**Run 1: power grid**

(8 px per um) Pins as bars on the die edge.
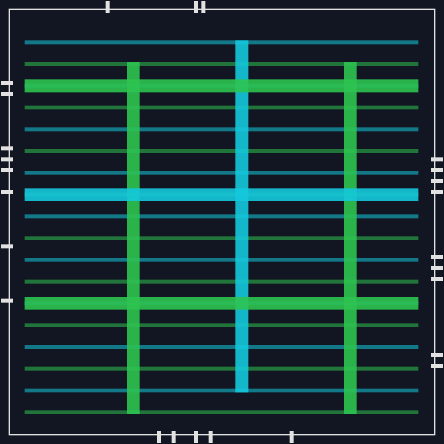
**Run 1: placed cells, one color a class**

(4 px per um) Fill, decap, tap and diode cells in gray.
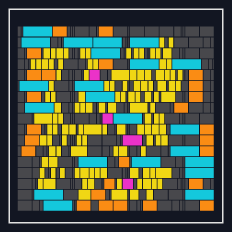
**Run 1: routed clock nets over the placement**

(12 px per um)
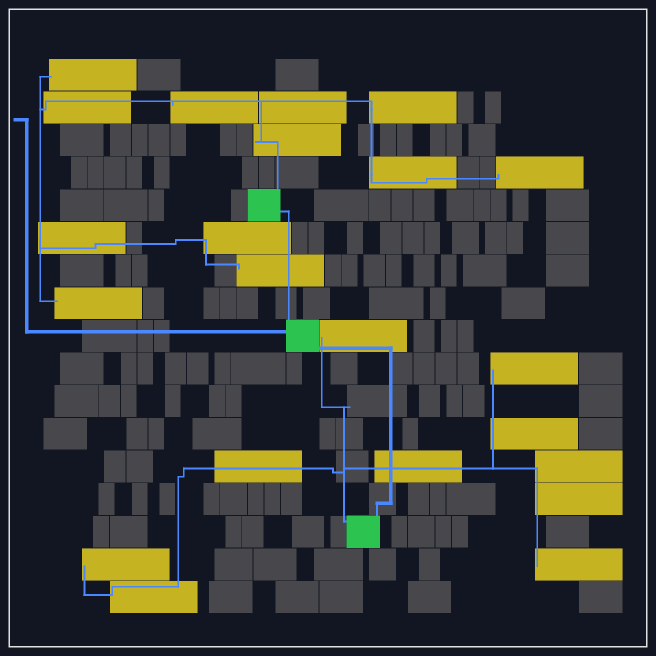
===== config.mk =====
export PLATFORM = sky130hd
export DESIGN_NAME = cex_sweep_ctrl
export DESIGN_NICKNAME = d
export VERILOG_FILES = /design/src/rtl/cex_sweep_ctrl.sv
export SDC_FILE = /design/constraint.sdc
export NUM_CORES = 1
export LEC_CHECK = 0
export ABC_AREA = 1
export CAP_MARGIN = 0
export CORE_MARGIN = 1.5
export CORE_UTILIZATION = 42
export DETAILED_ROUTE_END_ITERATION = 16
export PLACE_DENSITY_LB_ADDON = 0.05
export RECOVER_POWER = 25
export SLEW_MARGIN = 0
export SYNTH_ARGS = -nofsm -noshare
export SYNTH_HDL_FRONTEND = slang
export SYNTH_SLANG_ARGS = --single-unit

===== constraint.sdc =====
create_clock -name clk -period 2 [get_ports clk]
set_input_delay 0.2 -clock clk [delete_from_list [all_inputs] [get_ports clk]]
set_output_delay 0.2 -clock clk [all_outputs]
set_load 0.005 [all_outputs]

===== src/rtl/cex_sweep_ctrl.sv =====
// Exhaustive sweep controller for the Skolem error-formula miter: steps asg through every
// x/y/y' assignment, samples err_in EVAL_LAT cycles later, keeps the first hit and a hit count.
module cex_sweep_ctrl #(
    parameter int  NX       = 1,
    parameter int  NY       = 2,
    parameter int  EVAL_LAT = 1,
    localparam int W        = NX + 2 * NY,
    localparam int CW       = W + 1
) (
    input  logic          clk,
    input  logic          rst_n,
    input  logic          start,
    input  logic          first_only,
    input  logic          abort,
    input  logic          err_in,
    output logic [W-1:0]  asg,
    output logic          busy,
    output logic          done,
    output logic          found,
    output logic [W-1:0]  cex,
    output logic [CW-1:0] cex_cnt
);

    localparam int              WCW     = (EVAL_LAT > 1) ? $clog2(EVAL_LAT) : 1;
    localparam logic [WCW-1:0]  WLAST   = WCW'(EVAL_LAT - 1);
    localparam logic [W-1:0]    ASG_MAX = {W{1'b1}};
    localparam logic [CW-1:0]   CNT_MAX = {CW{1'b1}};

    typedef enum logic [1:0] {
        IDLE = 2'd0,
        EVAL = 2'd1,
        FIN  = 2'd2
    } state_t;

    state_t          state_r,   state_s;
    logic [W-1:0]    asg_r,     asg_s;
    logic [W-1:0]    cex_r,     cex_s;
    logic [CW-1:0]   cnt_r,     cnt_s;
    logic [WCW-1:0]  wcnt_r,    wcnt_s;
    logic            found_r,   found_s;
    logic            fo_r,      fo_s;
    logic            busy_r,    busy_s;
    logic            done_r,    done_s;
    logic            last_asg_s;
    logic            sample_s;

    assign last_asg_s = (asg_r == ASG_MAX);
    assign sample_s   = (wcnt_r == WLAST);

    // Next-state and next-value logic; busy/done are decoded from the next state so they register cleanly
    always_comb begin
        state_s = state_r;
        asg_s   = asg_r;
        cex_s   = cex_r;
        cnt_s   = cnt_r;
        wcnt_s  = wcnt_r;
        found_s = found_r;
        fo_s    = fo_r;
        case (state_r)
            IDLE: begin
                if (start) begin
                    asg_s   = {W{1'b0}};
                    cex_s   = {W{1'b0}};
                    cnt_s   = {CW{1'b0}};
                    wcnt_s  = {WCW{1'b0}};
                    found_s = 1'b0;
                    fo_s    = first_only;
                    state_s = EVAL;
                end else begin
                    state_s = IDLE;
                end
            end
            EVAL: begin
                // abort wins over a sample landing on the same edge; that sample is dropped
                if (abort) begin
                    state_s = IDLE;
                end else if (!sample_s) begin
                    wcnt_s = wcnt_r + WCW'(1);
                end else begin
                    if (err_in) begin
                        found_s = 1'b1;
                        cnt_s   = (cnt_r == CNT_MAX) ? cnt_r : cnt_r + CW'(1);
                        if (cnt_r == {CW{1'b0}}) begin
                            cex_s = asg_r;
                        end else begin
                            cex_s = cex_r;
                        end
                    end else begin
                        found_s = found_r;
                    end
                    if ((err_in && fo_r) || last_asg_s) begin
                        state_s = FIN;
                    end else begin
                        asg_s  = asg_r + W'(1);
                        wcnt_s = {WCW{1'b0}};
                    end
                end
            end
            FIN: begin
                state_s = IDLE;
            end
            default: begin
                state_s = IDLE;
            end
        endcase
        busy_s = (state_s == EVAL);
        done_s = (state_s == FIN);
    end

    // State and result registers with synchronous active-low reset
    always_ff @(posedge clk) begin
        if (!rst_n) begin
            state_r <= IDLE;
            asg_r   <= {W{1'b0}};
            cex_r   <= {W{1'b0}};
            cnt_r   <= {CW{1'b0}};
            wcnt_r  <= {WCW{1'b0}};
            found_r <= 1'b0;
            fo_r    <= 1'b0;
            busy_r  <= 1'b0;
            done_r  <= 1'b0;
        end else begin
            state_r <= state_s;
            asg_r   <= asg_s;
            cex_r   <= cex_s;
            cnt_r   <= cnt_s;
            wcnt_r  <= wcnt_s;
            found_r <= found_s;
            fo_r    <= fo_s;
            busy_r  <= busy_s;
            done_r  <= done_s;
        end
    end

    assign asg     = asg_r;
    assign cex     = cex_r;
    assign cex_cnt = cnt_r;
    assign found   = found_r;
    assign busy    = busy_r;
    assign done    = done_r;

endmodule

==> run summary, run 1 <==
Results of the flow run.

The maximum buffer depth of the clock tree stands at 2. OpenROAD emitted warnings numbering 27. The run finished with clean final reports. The max-capacitance violation count stands at 0. The post-synthesis compound-gate area fraction stands at 14.1%. For reference, the top logic cell family by area is simple AND/OR/NAND/NOR gates.

The synthesis report lists the most area-consuming cells as dfxtp_1 42%, nor2_1 10%, nand2_1 7.2%. Looking at the area split, the leading class of cells is multi-input combinational cells. Once placement completed, the tool counted placed cells totaling 196. The transition time of the tightest slew-check pin stands at 0.440 ns.

The power report lists cell-internal power as 0.633 mW. Looking at hold timing, the worst path starts from found. For this run, design rule violations remaining after detail routing come to 0. Multi-input gates account for 38.4% of the area. Per the synthesis report, the single largest cell type by area occupies 42.0% of cell area. The synthesis run shows the most used standard cells to be 28 x nor2_1, 22 x dfxtp_1, 20 x nand2_1.

Global routing used 20.3% of the available tracks. The routed design shows a via density per instance of 5.00. The weighted congestion at the end of routability-driven global placement stands at 0.828.

The number of nets in the final layout stands at 183. The clock network power reported by the tool is 0.243 mW. The final layout report lists a non-clock inverter count of 18. Before placement the cells fill 46.1% of the core. The synthesis run shows multiplexers occupying 0% of the cell area.

In this run the power spent charging and discharging nets is 0.225 mW. The synthesized instance count stands at 142. In this run the number of H-tree levels came out at 1. The post-cts hold-fix buffer tally stands at 0.

The placed instances occupy a cell area of 1340 um^2. TritonCTS built the clock tree. The clock buffer count from CTS stands at 3. For this floorplan the total number of well-tap instances is 28. The sequential group power stands at 0.472 mW. In the Yosys report the total cell count is 142.

The depth of the worst register-to-register path stands at 8. After clock tree synthesis, the repair step resized 0 gates. The antenna cell count stands at 0. The most used flip-flop cell after synthesis is dfxtp_1. Looking at the gate-level netlist, the highest instance count belongs to nor2_1.

The via count of the first global-routing pass came to 982. The required time of the worst setup path stands at 2.22 ns. The number of combinational gates with multiple inputs stands at 102. Clock tree synthesis selected as its root buffer the cell clkbuf_4. The area growth from synthesis to layout is 29.4%.

STA classifies the critical path startpoint as a flop. Setup repair after global routing left no endpoint under its margin. In the finished layout, the clock tree contains a buffer count of 4. The setup path with the least slack is of type reg -> reg.

The number of clock sinks stands at 22. The first routing iteration left 20 violations. For the combinational group, total power comes out at 0.143 mW. Net switching is 26.2% of the power.

The time the final worst path needs with I/O delays and setup stands at 1.76 ns. The total of flip-flops plus latches after synthesis stands at 22. After clock tree synthesis, the clock-pin slew on the worst setup and hold paths is 0.12 ns. The post-synth tally of flip-flops with integrated enable stands at 0. The number of antenna violations at the first check in global routing stands at 0.

The mean area per synthesized cell stands at 7.39 um^2. The adder and majority cell fraction of the synthesized area stands at 4.77%. In this run, the synthesized area fraction spent on and/or/nand/nor cells is recorded as 32.5%. The die covers 2810 um^2. There are 22 flip-flops and latches. The final global-route overflow total stands at 0. In the hold report, the worst path ends at found. The worst setup path is captured at a flop. The number of filler instances in the final layout stands at 220.

The final critical-path share of the clock period stands at 87.8%. The most critical setup path has its startpoint at asg[0]. The xor and xnor area share after synthesis stands at 0%.

Of all power groups, the one with the highest power is registers. The cell area that synthesis handed to floorplanning was 1050 um^2. The number of buffers inserted to repair setup after CTS stands at 0. The post-synthesis cell type count stands at 21. The timing report gives the worst reg2reg path a setup slack of 0.24 ns. The max-slew check reports its worst relative slack as 70.7%.

The I/O pin count stands at 25. The final routed wirelength across all metal layers stands at 2300 um. The data arrival time of the critical path stands at 1.97 ns. In this run the critical register-to-register path is captured at asg[2]. The share of final layout cell area taken by clock buffers and inverters stands at 2.67%.

Yosys reported that registers with async set or reset make up 0%. The number of nets handed over by synthesis was 152. The share of synthesized area occupied by flip-flops and latches stands at 42.0%. The pin count of the biggest net entering global routing stands at 13. Timing analysis after detailed placement gives a worst setup slack of 0.294 ns.

After layout, the setup clock skew is reported as 0.00543 ns. The share of cells above drive strength 1 stands at 11.0%. The min-delay analysis places its worst path in the category reg -> reg.

The layout buffer count excluding clock buffers stands at 26. The share of power burned in combinational logic stands at 16.7%. Pins over their slew limit in the final report were tallied at 0. For this run, the detailed router's first-pass iteration total came to 4. Per the synthesis report, the dominant area consumer among library cells is dfxtp_1. Sequential cells burn 55.0% of the power. The worst hold-check slack stands at 0.480 ns. Once layout is complete, the cells apart from fillers number 200. The summed negative setup slack over all endpoints stands at 0 ns. The end-of-flow timing check tallies setup violations at 0. The wire length per cell after detailed routing stands at 11.5 um. The combined flip-flop and latch cell area stands at 440 um^2. The number of buffer cells added on primary ports stands at 24. The non-clock buffer share of cell area stands at 18.8%.

After synthesis, the chip area reported by Yosys is 1050 um^2. The total power per unit cell area stands at 632 nW/um^2. In this run the worst setup path terminates at asg[2].
About 'power grid':
- green: VSS
- cyan: VDD
- rows: 17
- met4 straps: 3
- signal pins: 25
- met5 straps: 3
area of the placeable core: 2280 um^2
maximum vdd ir drop: 0.361 mV
chip width: 53.0 um
Die Span Y: 53.0 um

About 'placed cells, one color a class':
- magenta: clock drivers and dummy loads (cells 4; share of their area 2.7%)
- cyan: flops (cells 22; share of their area 33%)
- orange: other buffers and delay cells (cells 26; share of their area 19%)
- yellow: combinational and other logic (cells 120; share of their area 45%)
final core utilization: 59.7%
register fraction of the total cell area: 32.4%
number of core rows: 17
Post-Layout Inst Area: 1360 um^2

About 'routed clock nets over the placement':
- green: clock drivers (count 3)
- yellow: flip-flops (count 22)
- blue: clock wires (length 270 um)
- routed clock nets: 4
part of the total power dissipated in the clock network: 28.3%
clock latency at the later pin of the worst-skew pair: 0.31 ns

run 1: placed cells by master (no fill, tap or decap), drive strengths merged, types with 6 or more instances in the layout:
master and instances:
nor2 31, nand2 26, dfxtp 22, clkdlybuf4s50 18
inv 17, a21oi 15, o21ai 13, nand3 7
dlygate4sd3 6
run 1: critical path, stage by stage (launching register included):
cell and delay, ns:
dfxtp_1 0.37, ha_1 0.22, nand2_1 0.08, nor2_1 0.04, ha_1 0.17, a21oi_1 0.36
a21oi_2 0.18, o21ai_0 0.18, nor2_1 0.06
run 1: per-layer routing:
layer | up-vias | global-route usage, % | wire, um
met4 | 0 | 9.83 | 30
met1 | 445 | 23.2 | 1110
met5 | - | 0 | 0
li1 | 524 | - | -
met2 | 26 | 34.4 | 1060
met3 | 4 | 5.93 | 101
**Run 1: wiring by layer**

(8 px per um) Two of the layers only.
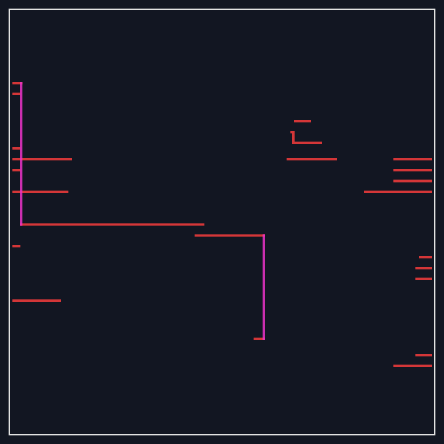

==> run 1 -> run 2 <==
==> constraint.sdc (replaced) <==
create_clock -name clk -period 2 [get_ports clk]
set_input_delay 0.6 -clock clk [delete_from_list [all_inputs] [get_ports clk]]
set_output_delay 0.6 -clock clk [all_outputs]
set_load 0.005 [all_outputs]
**Run 2: wiring by layer**

(8 px per um) Two of the layers only.
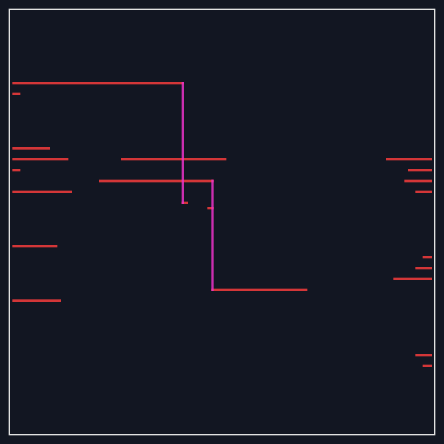
- red: metal 3 (wire length 114 um)
- magenta: metal 4 (wire length 28.6 um)
GRT Overall Usage: 20.2%
vias after detailed routing: 1027
Final Routed Wirelength: 2250 um
Wirelength per Cell: 11.2 um

==> run 2 against run 1 <==
Effect of this change: clock power down 19%; highest routed layer unchanged; final cell count up 0.50%; synthesized area unchanged.
==> run summary, run 2 <==
Results of the flow run.

The run finished with clean final reports. The floorplan die area was 2810 um^2 (unchanged). The total of flip-flops plus latches after synthesis stands at 22 (unchanged).

The via count of the first global-routing pass stands at 973 (-0.92%). The chip area estimate from yosys synthesis stands at 1050 um^2 (unchanged). The sequential group power was 0.473 mW (about the same). The post-cts hold-fix buffer tally stands at 0 (unchanged). The adder and majority cell fraction of the synthesized area stands at 4.77% (unchanged). The post-synthesis cell count from yosys is 142 (unchanged). The worst supply voltage drop on vdd stands at 0.443 mV (+23%).

The number of clock buffers in the layout stands at 3 (-1). The met3 routing resource usage after global routing was 6.78% (+0.85 points). The depth of the worst register-to-register path is 11 (+3). The synthesized cell area stands at 1050 um^2 (unchanged). The post-placement setup slack is 0.0767 ns (-0.217 ns). The max-capacitance violation count came to 0 (unchanged).

The critical path is of the reg -> out type. The pin count of the biggest net entering global routing is 12 (-1). The weighted congestion at the end of routability-driven global placement is 0.835 (+0.85%). Following the worst setup path forward leads to its endpoint at cex_cnt[4]. The number of sequential cells came to 22 (unchanged). The layout buffer count excluding clock buffers stands at 28 (+7.7%). The number of nets in the final layout came to 185 (+1.1%). The count of final setup violators stands at 0 (unchanged).

STA reports the tightest min-delay check as being of type reg -> reg. The number of cells in the finished layout apart from fillers came to 201 (+0.50%). The number of clock sinks stands at 22 (unchanged). Among all cell classes, the greatest summed area belongs to multi-input combinational cells. Setup repair after global routing left no endpoint under its margin. The maximum buffer depth of the clock tree came to 2 (unchanged). The via density per instance stands at 5.11 (+2.3%). The number of stages on the worst setup path came to 1 (-7). The clock transition at the registers of the reported paths was 0.11 ns (about the same). TritonCTS built the clock tree. The H-tree depth came to 1 (unchanged).

By instance count after routing, the leading logic cell type is nor2_1. The cell-internal power came to 0.596 mW (-5.9%). Yosys attributes the largest share of cell area to dfxtp_1 42%, nor2_1 10%, nand2_1 7.2%. The number of filler instances in the final layout stands at 224 (+1.8%).

Per the cell usage report, the commonest logic cells after layout are 28 x nor2_1, 23 x clkdlybuf4s50_1, 22 x nand2_1, 22 x dfxtp_1, 14 x inv_1. The fraction of met1 tracks used by global routing came to 24.8% (+1.6 points). The non-clock buffer share of cell area stands at 19.6% (+0.86 points). The post-synthesis cell type count stands at 21 (unchanged). Per the GRT log, the top usage layer is met2.

The timing report attributes the biggest portion of critical-path delay to buffers and inverters. The share of synthesized area occupied by flip-flops and latches is 42.0% (unchanged). The switching part of the total stands at 26.8% (+0.61 points). The highest cell delay on the worst timing path came to 0.54 ns (+0.17 ns). The multi-input combinational area share was 38.5% (+0.071 points). The final worst clock skew stands at 0.00171 ns (-0.00371 ns). The largest total area in the synthesized netlist belongs to dfxtp_1. The total nets after synthesis is 152 (unchanged). Ranked by power, first place goes to registers. The reported combinational group power stands at 0.147 mW (+3%).

The met2 capacity usage during global routing is 33.1% (-1.3 points). The post-synth tally of flip-flops with integrated enable stands at 0 (unchanged). The number of signal-net inverters in the final layout came to 18 (unchanged).

The number of iterations in the first detailed-routing pass stands at 4 (unchanged). The post-placement cell area was 1360 um^2 (+1.1%). The proportion of synthesized area in mux cells stands at 0% (unchanged). The clock latency of the later-clocked register in the worst-skew pair came to 0.30 ns (about the same).

The commonest cells after synthesis are 28 x nor2_1, 22 x dfxtp_1, 20 x nand2_1. The area fraction in and, or, nand and nor cells came to 32.5% (unchanged). The total power draw stands at 0.815 mW. The share of final layout cell area taken by clock buffers and inverters was 1.66% (-1.0 points). The time the final worst path needs with I/O delays and setup was 1.89 ns (+0.131 ns). The summed negative setup slack over all endpoints stands at 0 ns (unchanged). Yosys instantiated no cell more often than nor2_1. The share of power burned in combinational logic stands at 18.0% (+1.3 points). Looking at the reg2reg group, the worst path ends at asg[3]. The total power per unit cell area was 601 nW/um^2 (-4.9%). STA classifies the critical path endpoint as an output pin. The die span in x came to 53.0 um (unchanged). The mean area per synthesized cell is 7.39 um^2 (unchanged). The number of slew-limit violations in the final report stands at 0 (unchanged). The number of antenna violations at the first check in global routing was 0 (unchanged).

The number of warnings in the stage logs stands at 27 (unchanged). The worst setup path is launched from a flop. Per the synth stats, the flop cell with the highest instance count is dfxtp_1. The final global-route overflow total stands at 0 (unchanged). The xor and xnor area share after synthesis stands at 0% (unchanged). The reg-to-reg setup timing slack stands at 0.30 ns (+0.06 ns).

The starting density of the core came to 46.1% (unchanged). The combined buffer and inverter count along the critical path stands at 1 (+1). The critical path maximum fanout is 6. The detailed-route DRC error count stands at 0 (unchanged). The number of buffers inserted to repair setup after CTS stands at 0 (unchanged). The tree is rooted in a clkbuf_4. The clock buffer count from CTS was 3 (unchanged). The height of the die was 53.0 um (unchanged). The critical path's slowest stage uses the library cell clkdlybuf4s50_1. The final critical-path share of the clock period stands at 94.4% (+6.6 points). The net load switching power was 0.219 mW (-2.8%). The required time of the worst setup path stands at 1.40 ns (-0.82 ns). The post-cts gate resize count was 0 (unchanged).

The number of buffer cells added on primary ports stands at 24 (unchanged). Traced cell by cell, the critical path runs through clkdlybuf4s50_1. The data arrival time of the critical path stands at 1.29 ns (-0.68 ns).

The tap cell instance count stands at 28 (unchanged). The initial DRC count came to 24 (+20%). The share of the core filled with cells came to 59.6% (-0.11 points).

The I/O pin count stands at 25 (unchanged). The share of the synthesized area in the top cell type stands at 42.0% (unchanged). The proportion of synthesized flip-flops having asynchronous set or reset stands at 0% (unchanged).

The share of cells above drive strength 1 stands at 11.0% (-0.064 points). Between the synthesized netlist and the finished layout, the area growth was recorded as 29.2%. The register share of total power stands at 58.0% (+3.0 points). The number of combinational gates with multiple inputs stands at 102 (unchanged). The worst hold-check slack stands at 0.494 ns (+0.0139 ns). The transition time of the tightest slew-check pin came to 0.302 ns (-0.137 ns). The synthesized instance count is 142 (unchanged).

The area of the placeable core stands at 2280 um^2 (unchanged). Grouping non-sequential cells by family puts the most area in simple AND/OR/NAND/NOR gates. The placed cell count was 198 (+1.0%). The post-synthesis compound-gate area fraction came to 14.1% (unchanged). The clock network fraction of design power stands at 24.0% (-4.3 points). The standard-cell row count stands at 17 (unchanged).

OpenSTA lists the critical path startpoint as cex_cnt[4]. The power consumed by the clock network stands at 0.196 mW (-19%). The combined flip-flop and latch cell area stands at 440 um^2 (unchanged).

The antenna cell count is 0 (unchanged).
**Run 2: placed cells, one color a class**

(4 px per um) Fill, decap, tap and diode cells in gray.
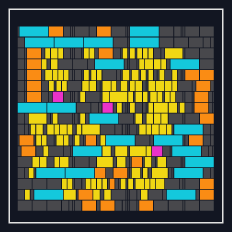
- orange: other buffers and delay cells (cells 28; share of their area 20%)
- yellow: combinational and other logic (cells 120; share of their area 45%)
- cyan: flops (cells 22; share of their area 33%)
- magenta: clock drivers (cells 3; share of their area 1.7%)
Post-Layout Inst Area: 1360 um^2
register fraction of the total cell area: 32.5%

## run 2: cell counts after synthesis
No cell type changed its count.
## run 2: cell families after synthesis
logic type / count (synthesis)
AOI/OAI and AO/OA: 28
adders and majority gates: 4
DFF: 22
buffers and inverters: 18
and+or+nand+nor: 70
## run 2: how the worst min path moves through the flow
stage | startpoint | end | slack, ns | cells past startpoint
after detailed placement | found | found | 0.47 | 2
after global routing | fo_r | fo_r | 0.52 | 2
after CTS | found | found | 0.49 | 2
after floorplan | fo_r | fo_r | 0.46 | 2
final | found | found | 0.49 | 2
after global placement | found | found | 0.48 | 2
## run 2: per-layer routing
metal  share of wire (%)  routed length, um  up-vias
met5                   0                  0        -
li1                    -                  -      530
met3                 5.0                113        5
met1                  48               1090      469
met4                 1.2                 28        0
met2                  45               1020       23
Power is estimated from default activity; no workload was simulated.
